File: config.mk
export PLATFORM = sky130hd
export DESIGN_NAME = cpu7_ifu_iqn_flat
export DESIGN_NICKNAME = d
export VERILOG_FILES = /design/src/rtl/cpu7_ifu_iqn_if.sv /design/src/rtl/cpu7_ifu_iqn.sv /design/src/flat_wrapper.sv
export SDC_FILE = /design/constraint.sdc
export NUM_CORES = 1
export LEC_CHECK = 0
export CAP_MARGIN = 30
export CORE_MARGIN = 8
export CORE_UTILIZATION = 56
export DETAILED_ROUTE_END_ITERATION = 12
export GPL_ROUTABILITY_DRIVEN = 0
export PLACE_DENSITY = 0.86
export SLEW_MARGIN = 30
export SYNTH_ARGS = -nofsm -noshare
export SYNTH_HDL_FRONTEND = slang
export SYNTH_SLANG_ARGS = --single-unit
File: constraint.sdc
create_clock -name clk -period 4.37 [get_ports clk]
set_clock_uncertainty 0.05 [all_clocks]
set_input_delay 0.874 -clock clk [delete_from_list [all_inputs] [get_ports clk]]
set_output_delay 0.874 -clock clk [all_outputs]
set_load 0.01 [all_outputs]
File: src/rtl/cpu7_ifu_iqn_if.sv
// Fetch-return / decode-side bus of the IFU instruction queue.
// master = IFU/ICU side driving lines and control, slave = the queue itself.
interface cpu7_ifu_iqn_if #(
    parameter int INSTS = 2,
    parameter int OFS_W = 1,
    parameter int CNT_W = 3
);
    logic [32*INSTS-1:0] icu_ifu_data_ic2;
    logic                icu_ifu_data_valid_ic2;
    logic                exu_ifu_stall_req;
    logic                flush_iq;
    logic [OFS_W-1:0]    flush_ofs;
    logic [31:0]         inst_f;
    logic                inst_valid_f;
    logic                iq_not_empty;
    logic [CNT_W-1:0]    iq_count;
    logic                fetch_ahead;
    logic                iq_overflow;

    // Handshake: the queue offers inst_f whenever iq_not_empty; decode accepts
    // unless exu_ifu_stall_req, and inst_valid_f marks the cycle of transfer.
    // Fetch lines have no back-pressure; the IFU must honour fetch_ahead.
    modport master (
        output icu_ifu_data_ic2, icu_ifu_data_valid_ic2, exu_ifu_stall_req,
               flush_iq, flush_ofs,
        input  inst_f, inst_valid_f, iq_not_empty, iq_count, fetch_ahead,
               iq_overflow
    );

    modport slave (
        input  icu_ifu_data_ic2, icu_ifu_data_valid_ic2, exu_ifu_stall_req,
               flush_iq, flush_ofs,
        output inst_f, inst_valid_f, iq_not_empty, iq_count, fetch_ahead,
               iq_overflow
    );
endinterface

File: src/rtl/cpu7_ifu_iqn.sv
// Multi-line instruction queue between ICU fetch return and the F stage:
// one instruction per cycle, same-cycle bypass when empty, post-flush start slot.
module cpu7_ifu_iqn #(
    parameter int DEPTH = 4,
    parameter int INSTS = 2,
    parameter int OFS_W = 1,
    parameter int CNT_W = 3
) (
    input  logic           clk,
    input  logic           resetn,
    cpu7_ifu_iqn_if.slave  iq
);
    localparam int PTR_W = $clog2(DEPTH);

    logic [32*INSTS-1:0] mem [DEPTH];
    logic [PTR_W-1:0]    wr_ptr;
    logic [PTR_W-1:0]    rd_ptr;
    logic [CNT_W-1:0]    count;
    logic [OFS_W-1:0]    slot;
    logic                overflow;

    logic                has_stored;
    logic                avail;
    logic                consume;
    logic                last_slot;
    logic                retire;
    logic                retire_mem;
    logic                bypass_retire;
    logic                full;
    logic                wr_req;
    logic                wr_en;
    logic                drop;
    logic [32*INSTS-1:0] head;
    logic [31:0]         head_slots [INSTS];
    logic [CNT_W-1:0]    count_next;

    always_comb begin
        has_stored = (count != '0);
        head       = has_stored ? mem[rd_ptr] : iq.icu_ifu_data_ic2;
        for (int k = 0; k < INSTS; k++) begin
            head_slots[k] = head[32*k +: 32];
        end
        // Reset gating keeps the decode handshake quiet while resetn is low.
        avail         = resetn & (has_stored | iq.icu_ifu_data_valid_ic2) & ~iq.flush_iq;
        consume       = avail & ~iq.exu_ifu_stall_req;
        last_slot     = (slot == OFS_W'(INSTS - 1));
        retire        = consume & last_slot;
        retire_mem    = retire & has_stored;
        bypass_retire = retire & ~has_stored;
        full          = (count == CNT_W'(DEPTH));
        // A bypassed line that is fully consumed on arrival never needs storing.
        wr_req        = iq.icu_ifu_data_valid_ic2 & ~iq.flush_iq & ~bypass_retire;
        wr_en         = wr_req & (~full | retire_mem);
        drop          = wr_req & full & ~retire_mem;
        count_next    = count + CNT_W'(wr_en) - CNT_W'(retire_mem);
    end

    assign iq.inst_f       = head_slots[slot];
    assign iq.inst_valid_f = consume;
    assign iq.iq_not_empty = avail;
    assign iq.iq_count     = count;
    assign iq.iq_overflow  = overflow;
    // One line of margin absorbs the request already in flight at the ICU.
    assign iq.fetch_ahead  = ~iq.flush_iq & ~iq.exu_ifu_stall_req &
                             (count_next < CNT_W'(DEPTH - 1));

    always_ff @(posedge clk or negedge resetn) begin
        if (!resetn) begin
            wr_ptr   <= '0;
            rd_ptr   <= '0;
            count    <= '0;
            slot     <= '0;
            overflow <= 1'b0;
        end else begin
            if (iq.flush_iq) begin
                // The first line after a flush starts at the branch-target slot.
                wr_ptr <= '0;
                rd_ptr <= '0;
                count  <= '0;
                slot   <= iq.flush_ofs;
            end else begin
                if (wr_en)      wr_ptr <= wr_ptr + PTR_W'(1);
                if (retire_mem) rd_ptr <= rd_ptr + PTR_W'(1);
                count <= count_next;
                if (consume)    slot   <= last_slot ? '0 : slot + OFS_W'(1);
            end
            if (drop) overflow <= 1'b1;
        end
    end

    always_ff @(posedge clk) begin
        if (wr_en) mem[wr_ptr] <= iq.icu_ifu_data_ic2;
    end
endmodule
File: src/flat_wrapper.sv
// flat-port wrapper written by rule: the top's interface ports become plain ports
module cpu7_ifu_iqn_flat 
#(
    parameter int DEPTH = 4,
    parameter int INSTS = 2,
    parameter int OFS_W = 1,
    parameter int CNT_W = 3
)
  (clk, resetn, iq_icu_ifu_data_ic2, iq_icu_ifu_data_valid_ic2, iq_exu_ifu_stall_req, iq_flush_iq, iq_flush_ofs, iq_inst_f, iq_inst_valid_f, iq_iq_not_empty, iq_iq_count, iq_fetch_ahead, iq_iq_overflow);
  cpu7_ifu_iqn_if #(.INSTS(INSTS), .OFS_W(OFS_W), .CNT_W(CNT_W)) iq_i ();
  input  logic clk;
  input  logic resetn;
  input wire logic [$bits(iq_i.icu_ifu_data_ic2)-1:0] iq_icu_ifu_data_ic2;
  input wire logic [$bits(iq_i.icu_ifu_data_valid_ic2)-1:0] iq_icu_ifu_data_valid_ic2;
  input wire logic [$bits(iq_i.exu_ifu_stall_req)-1:0] iq_exu_ifu_stall_req;
  input wire logic [$bits(iq_i.flush_iq)-1:0] iq_flush_iq;
  input wire logic [$bits(iq_i.flush_ofs)-1:0] iq_flush_ofs;
  output wire logic [$bits(iq_i.inst_f)-1:0] iq_inst_f;
  output wire logic [$bits(iq_i.inst_valid_f)-1:0] iq_inst_valid_f;
  output wire logic [$bits(iq_i.iq_not_empty)-1:0] iq_iq_not_empty;
  output wire logic [$bits(iq_i.iq_count)-1:0] iq_iq_count;
  output wire logic [$bits(iq_i.fetch_ahead)-1:0] iq_fetch_ahead;
  output wire logic [$bits(iq_i.iq_overflow)-1:0] iq_iq_overflow;
  assign iq_i.icu_ifu_data_ic2 = iq_icu_ifu_data_ic2;
  assign iq_i.icu_ifu_data_valid_ic2 = iq_icu_ifu_data_valid_ic2;
  assign iq_i.exu_ifu_stall_req = iq_exu_ifu_stall_req;
  assign iq_i.flush_iq = iq_flush_iq;
  assign iq_i.flush_ofs = iq_flush_ofs;
  assign iq_inst_f = iq_i.inst_f;
  assign iq_inst_valid_f = iq_i.inst_valid_f;
  assign iq_iq_not_empty = iq_i.iq_not_empty;
  assign iq_iq_count = iq_i.iq_count;
  assign iq_fetch_ahead = iq_i.fetch_ahead;
  assign iq_iq_overflow = iq_i.iq_overflow;
  cpu7_ifu_iqn #(.DEPTH(DEPTH), .INSTS(INSTS), .OFS_W(OFS_W), .CNT_W(CNT_W)) u_core (.clk(clk), .resetn(resetn), .iq(iq_i));
endmodule
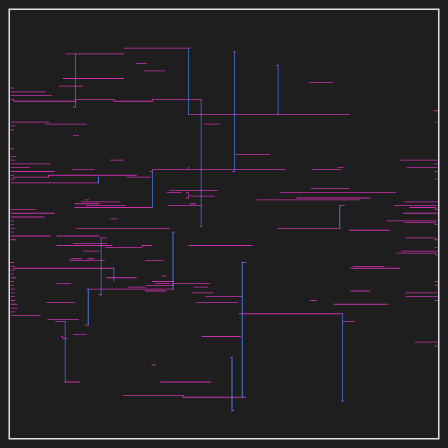
run_1/metal_stack.png
Two of the layers only.
layer	colour	wire length
met4	blue	351 um
met3	magenta	1580 um
total vias in the final route: 5216
gr usage total: 18.5%
WL final: 21600 um

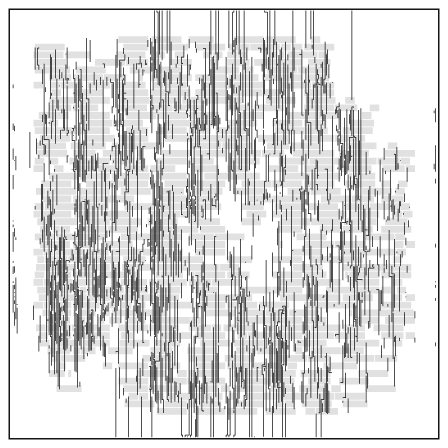
run_1/met2.png
share of all routed wire	51%
nets with wire on the layer	617
main direction	vertical
M2 GR Usage: 31.2%

==> results.yml, run 1 <==
# physical design summary
worst_setup_path:
  cp-start-kind: "input pin"
  crit_required_ns: 3.45
  critPathTopFamily: "simple AND/OR/NAND/NOR gates"
  slowest_delay_ns: 0.38
  cpMostUsedCell: "xnor2_2"
  regToRegEndpoint: "u_core.mem[0][38]$_DFFE_PP_"
  end_kind: "output port"
  r2r_setup_slack_ns: 1.51
  reg2reg_depth: 9
  crit-reg2reg-launch: "u_core.iq.iq_count[0]$_DFF_PN0_"
  cp_slowest_cell: "and4bb_2"
  cp_cell_sequence: "clkdlybuf4s15_1 > and4bb_2 > mux2i_4 > and3b_2 > ha_4 > inv_1 > fa_2 > xnor2_2 > xnor2_2 > a2111oi_2 > buf_2"
  cp.depth: 11
  cp_data_arrival_time_ns: 3.35
  path_buffers: 3
  crit_fanout: 3
power_and_ir_drop:
  p_total_mw: 5.97
  irDropWorstVdd_v: 0.000326
  p_leak_nw: 4.11
  pwr_density_cell_mw_per_mm2: 460
final_layout:
  antenna_cells: 0
  num-nets-final: 654
  final_area_mm2: 0.0130
  area_delta_synth_final_pct: 22.6
  drive_gt1_share_pct: 30.6
logic_synthesis:
  postSynthCellCount: 434
  area_leaders: "edfxtp_1 (73%), mux4_2 (20%), dfrtp_1 (2.1%)"
  syn_area_per_cell_um2: 24.4
  ys_chip_area_mm2: 0.0106
  synth_warnings: 0
  ys_ff: 265
  ys_seq_share_pct: 74.8
  netlist-cell-type-count: 32
  ys_cells: 434
  largest_area_cell: "edfxtp_1"
  top_cell_area_share_pct: 72.7
  synth_area_mm2: 0.0106
place:
  port_buffers: 108
  dp_hpwl_um: 12700
  placed_area_mm2: 0.0121
detailed_routing:
  ant_nets: 0
  drc: 0
  first_pass_iters: 4
  vias_per_cell: 6.29
  drt_iter0_drc: 500
  wire_per_inst_um: 26.0
worst_hold_path:
  hp-class: "input pin to async pin"
sta:
  hold_viol: 0
  hold_slack_ns: 0.387
  period_minus_slack_ns: 4.27
  tightest_slew_ns: 0.737
  slew_viol_final: 0
  slew_headroom_pct: 50.9
  finalSetupViolCount: 0
  fin_crit_sh_pct: 97.7
  max_freq_mhz: 234
floorplan:
  fp_util_pct: 56.7
  die-area_mm2: 0.0235
  design.core.area_mm2: 0.0186
  die_x_um: 153
  die_h_um: 153
  io_pins: 109
grt:
  grt_max_degree: 35
  grt_pass1_wl_um: 33600
  antenna_found_initial: 2
  grt-ovfl-total: 0
  grt_pass1_vias: 5766
clocking:
  cts_root_buf: "clkbuf_16"
  clk_latency_ns: 0.51
  cts.clk_slew.worst_paths_ns: 0.06
  clockBufferDepth: 3
  cts_tree: "done"
  cts_buffers: 26
  cts_hold_buf: 0
  clock_sinks: 265
outcome:
  status: "complete, no violations"
job:
  tool_warnings: 29
  cap_violations: 0
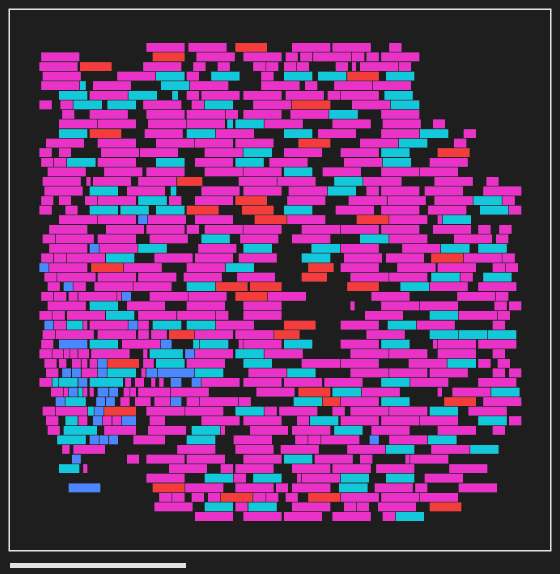
run_1/drive_strength.png
The bar under the picture is 50 um long.
size	colour	cells	share
drive 6 and up	red	34	5.7%
drive 1 or less	magenta	413	69%
drive 2	cyan	113	19%
drive 3 to 4	blue	35	5.9%

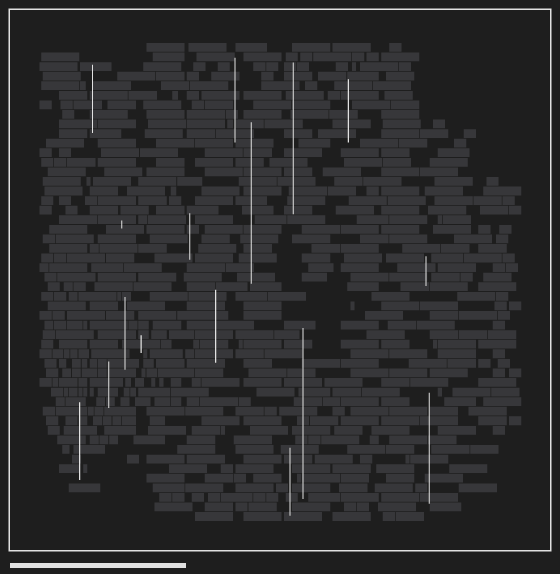
run_1/met4.png
The bar under the picture is 50 um long.
longest straight run	48.3 um
nets with wire on the layer	9

[run 1: cell families after synthesis]
logic type               count (synthesis)  synth area share [%]
AND/OR/NAND/NOR                         24                  1.44
flip-flops                             265                  74.8
XOR/XNOR                                 5                 0.414
buffers and inverters                   30                  1.50
multiplexers                            97                  20.5
adder cells (fa/ha/maj)                  7                 0.899
AND-OR/OR-AND                            6                 0.390
[run 1: final cells by class]
type | count | area, um2
inverters | 6 | 22.5
repair buffers | 139 | 1370
fillers | 1120 | 5670
flip-flops and latches | 265 | 7920
clock inverters | 9 | 67.6
multi-input cells | 139 | 2570
clock buffers | 37 | 723
well taps | 234 | 293
[run 1: cell usage after synthesis (all sizes together)]
library cell	number
edfxtp	256
mux4	96
buf	17
dfrtp	9
clkbuf	7
ha	6
inv	6
and2	5
xnor2	4
nor2	3
nor2b	3
nor3b	3
nand3	2
a2111oi	1
a21o	1
a21oi	1
and3b	1
and4bb	1
fa	1
mux2i	1
nand2	1
nand3b	1
nand4b	1
nor3	1
nor4	1
o21ai	1
o21bai	1
o31ai	1
or3	1
xor2	1
[run 1: flip-flops by register name, indices dropped and copies added, names as in the netlist]
| signal | flops |
|---|---|
| u_core.rd_ptr | 2 |
| u_core.iq.iq_count | 3 |
| u_core.iq.iq_overflow | 1 |
| u_core.last_slot | 1 |
| u_core.mem | 256 |
| u_core.wr_ptr | 2 |
[run 1: metal layers]
metal	track usage, %	wire length (um)
met1	24.2	8600
met2	31.2	11000
met3	4.06	1580
met4	4.53	350
met5	0	23
[run 1: power breakdown]
part | internal (mW) | switching, mW
registers | 2.91 | 0.0356
logic | 0.518 | 0.431
clock network | 1.20 | 0.868
total | 4.63 | 1.33
[run 1: cell usage in the layout, fill, tap and decap left out, types with 2 or more instances in the layout]
cell             instances
clkinv_1                 2
nor2b_1                  3
clkdlybuf4s50_1        104
nand3_1                  2
mux4_2                  96
and2_4                   5
nor2_1                   3
nor3b_1                  3
dfrtp_2                  3
ha_1                     5
edfxtp_1               256
xnor2_2                  2
xnor2_1                  2
buf_12                   5
buf_4                   26
inv_1                    5
clkinv_2                 6
dfrtp_1                  5
clkbuf_16               27
clkbuf_1                 9
clkdlybuf4s15_1          2
[run 1: worst max-delay path by stage]
stage,startpoint,end
finish,iq_exu_ifu_stall_req,iq_fetch_ahead
global route,iq_exu_ifu_stall_req,iq_fetch_ahead
CTS,iq_flush_iq,iq_fetch_ahead
detailed placement,iq_exu_ifu_stall_req,iq_fetch_ahead
global placement,iq_exu_ifu_stall_req,iq_fetch_ahead
floorplan,iq_exu_ifu_stall_req,iq_fetch_ahead
[run 1: stage by stage]
step,instances,setup TNS (ns),setup slack (ns)
after global routing,829,-0.00968,-0.00968
after global placement,774,-0.508,-0.508
after CTS,824,0,0.0553
final,829,0,0.0988
after floorplan,434,0,0.120
after detailed placement,774,-0.570,-0.570
[run 1: timing repair]
action / 4_1_cts / 5_1_grt
gates cloned: 0 / 0
resized: 11 / 11
pin swaps: 5 / 8
buffers inserted: 4 / 5
endpoints found under the setup margin: 1 / 1
==> inputs of run 2 (changes only) <==
Clock period 4.37 ns to 4.7 ns, I/O delays scaled along.
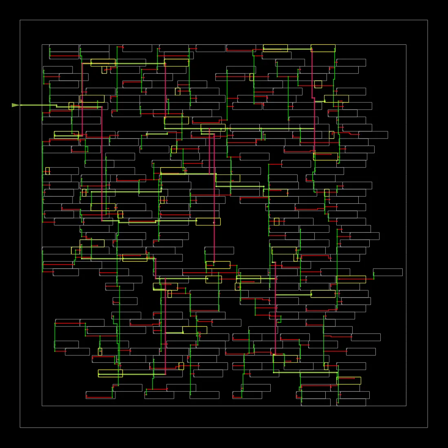
run_2/final_clocks.png
Seq cells: 265
insertion delay at the late pin of the worst-skew pair: 0.51 ns
total CTS buffers: 26
clock-net power: 1.91 mW
CTS sink cnt: 265

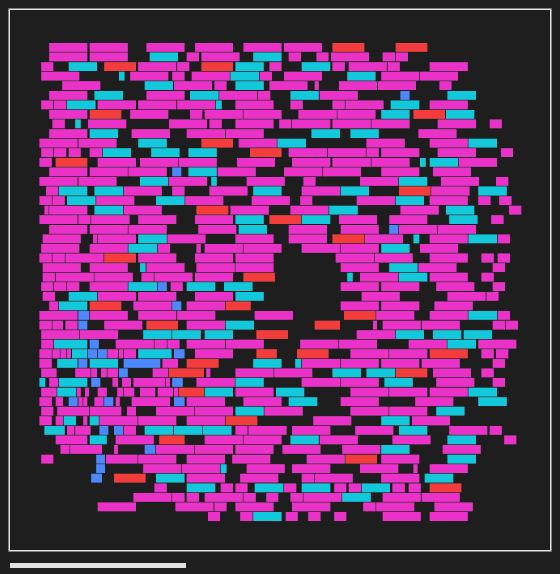
run_2/drive_strength.png
The bar under the picture is 50 um long.
size	colour	cells	share
drive 6 and up	red	33	5.6%
drive 1 or less	magenta	413	70%
drive 3 to 4	blue	25	4.3%
drive 2	cyan	117	20%
Non-clk bufs: 130
slack of the critical path: 0.105 ns
fin area: 0.0129 mm2
Layout area overhead: 21.9%

==> run 2 against run 1 <==
  * Sequential power decreased by 7.1%
  * Non-clock buffer count fell by 9
  * Sequential cell count unchanged
  * Highest routed layer is now met4
  * Cell area shrank 0.60%
  * Critical path depth unchanged
  * Routed wire length decreased by 2.2%
  * Critical endpoint unchanged
  * Setup slack better by 0.0063 ns
==> results.yml, run 2 <==
# physical design summary
outcome:
  status: "complete, no violations"
logic_synthesis:
  mux_area_share_pct: 20.5
  synthTopCellsByCount: "edfxtp_1 (256), mux4_2 (96), dfrtp_1 (9), buf_2 (7), clkbuf_1 (7)"
  syn_area_per_cell_um2: 24.4
  synth_warnings: 0
  top_cell: "edfxtp_1"
  top_cell_area_share_pct: 72.7
  synth-edff-count: 256
  postSynthCellCount: 434
  ys_ff: 265
floorplan:
  fp_util_pct: 56.7
  die-area_mm2: 0.0235
detailed_routing:
  ant_nets: 0
  wirelength_um: 21100
  num_vias: 5031
worst_setup_path:
  crit_required_ns: 3.71
  slowest_delay_ns: 0.48
  cp_data_arrival_time_ns: 3.60
  crit_start: "resetn"
final_layout:
  drive_gt1_share_pct: 29.8
  lay_top_count: "edfxtp_1"
  mostFrequentLayoutCells: "edfxtp_1 (256), clkdlybuf4s50_1 (105), mux4_2 (96)"
  num-nets-final: 645
  final_cells: 822
grt:
  grtUsageTotal_pct: 17.8
  grt-ovfl-total: 0
  antenna_found_initial: 0
sta:
  period_minus_slack_ns: 4.59
  slew_viol_final: 0
  slew_headroom_pct: 49.7
power_and_ir_drop:
  p_leak_nw: 4.08
  irDropWorstVdd_v: 0.000340
worst_hold_path:
  hp-class: "flop to flop"
clocking:
  cts_tree: "done"
  cts_root_buf: "clkbuf_16"
place:
  place_ws_ns: -0.443
  dp_hpwl_um: 11800
  numPlacedInstances: 766
job:
  tool_warnings: 29
  cap_violations: 0
-- run 2: cell counts after synthesis --
No cell type changed its count.
-- run 2: layout make-up --
type | count | area, um2
fillers | 1135 | 5750
clock buffers | 30 | 666
multi-input cells | 139 | 2550
inverters | 6 | 22.5
repair buffers | 130 | 1320
clock inverters | 18 | 128
well taps | 234 | 293
flip-flops and latches | 265 | 7920
-- run 2: worst paths after layout --
kind	end	slack, ns	cells after the start
min in group asynchronous	u_core.rd_ptr[1]$_DFFE_PN0P_	0.70	2
min	u_core.iq.iq_overflow$_DFFE_PN0P_	0.44	1
max in group asynchronous	u_core.last_slot$_DFFE_PN0P_	3.72	2
max	iq_fetch_ahead	0.11	11
min reg2reg	u_core.iq.iq_overflow$_DFFE_PN0P_	0.44	1
max reg2reg	u_core.iq.iq_count[2]$_DFF_PN0_	1.98	10
-- run 2: critical path, delay by kind of cell --
family                   cells  cell delay (ns)
multiplexers                 1             0.26
AND-OR/OR-AND                1             0.28
adder cells (fa/ha/maj)      2             0.51
AND/OR/NAND/NOR              2             0.54
XOR/XNOR                     2             0.34
buffers and inverters        3             0.72
-- run 2: metal layers --
metal	global-route usage [%]	vias up	part of all wire, %
met5	0	-	0
met4	4.25	0	1.5
met3	3.89	34	6.2
met2	29.9	180	51
met1	23.5	2669	42
li1	-	2148	-
-- run 2: per-stage QoR --
stage               cell area, um2  hold WS [ns]
finish                       12900         0.437
floorplan                    10600         0.463
CTS                          12800         0.439
global placement             11900         0.440
detailed placement           11900         0.421
global route                 12900         0.463
-- run 2: cell families (layout without fill, tap and decap cells) --
| family | after synthesis | in the layout |
|---|---|---|
| xor+xnor | 5 | 5 |
| simple gates | 24 | 24 |
| mux | 97 | 97 |
| compound gates | 6 | 6 |
| flops | 265 | 265 |
| fa+ha+maj | 7 | 7 |
| buf+inv | 30 | 184 |
-- run 2: timing repair --
action,CTS,global route
buffers inserted,1,3
pin swaps,0,7
setup endpoints to repair,1,1
resized,8,7
-- run 2: report_power, final --
| part | total [mW] | switching (mW) | internal (mW) |
|---|---|---|---|
| sequential | 2.74 | 0.0381 | 2.71 |
| clock | 1.91 | 0.837 | 1.07 |
| combinational | 0.847 | 0.384 | 0.463 |
Power and IR drop assume default switching activity.
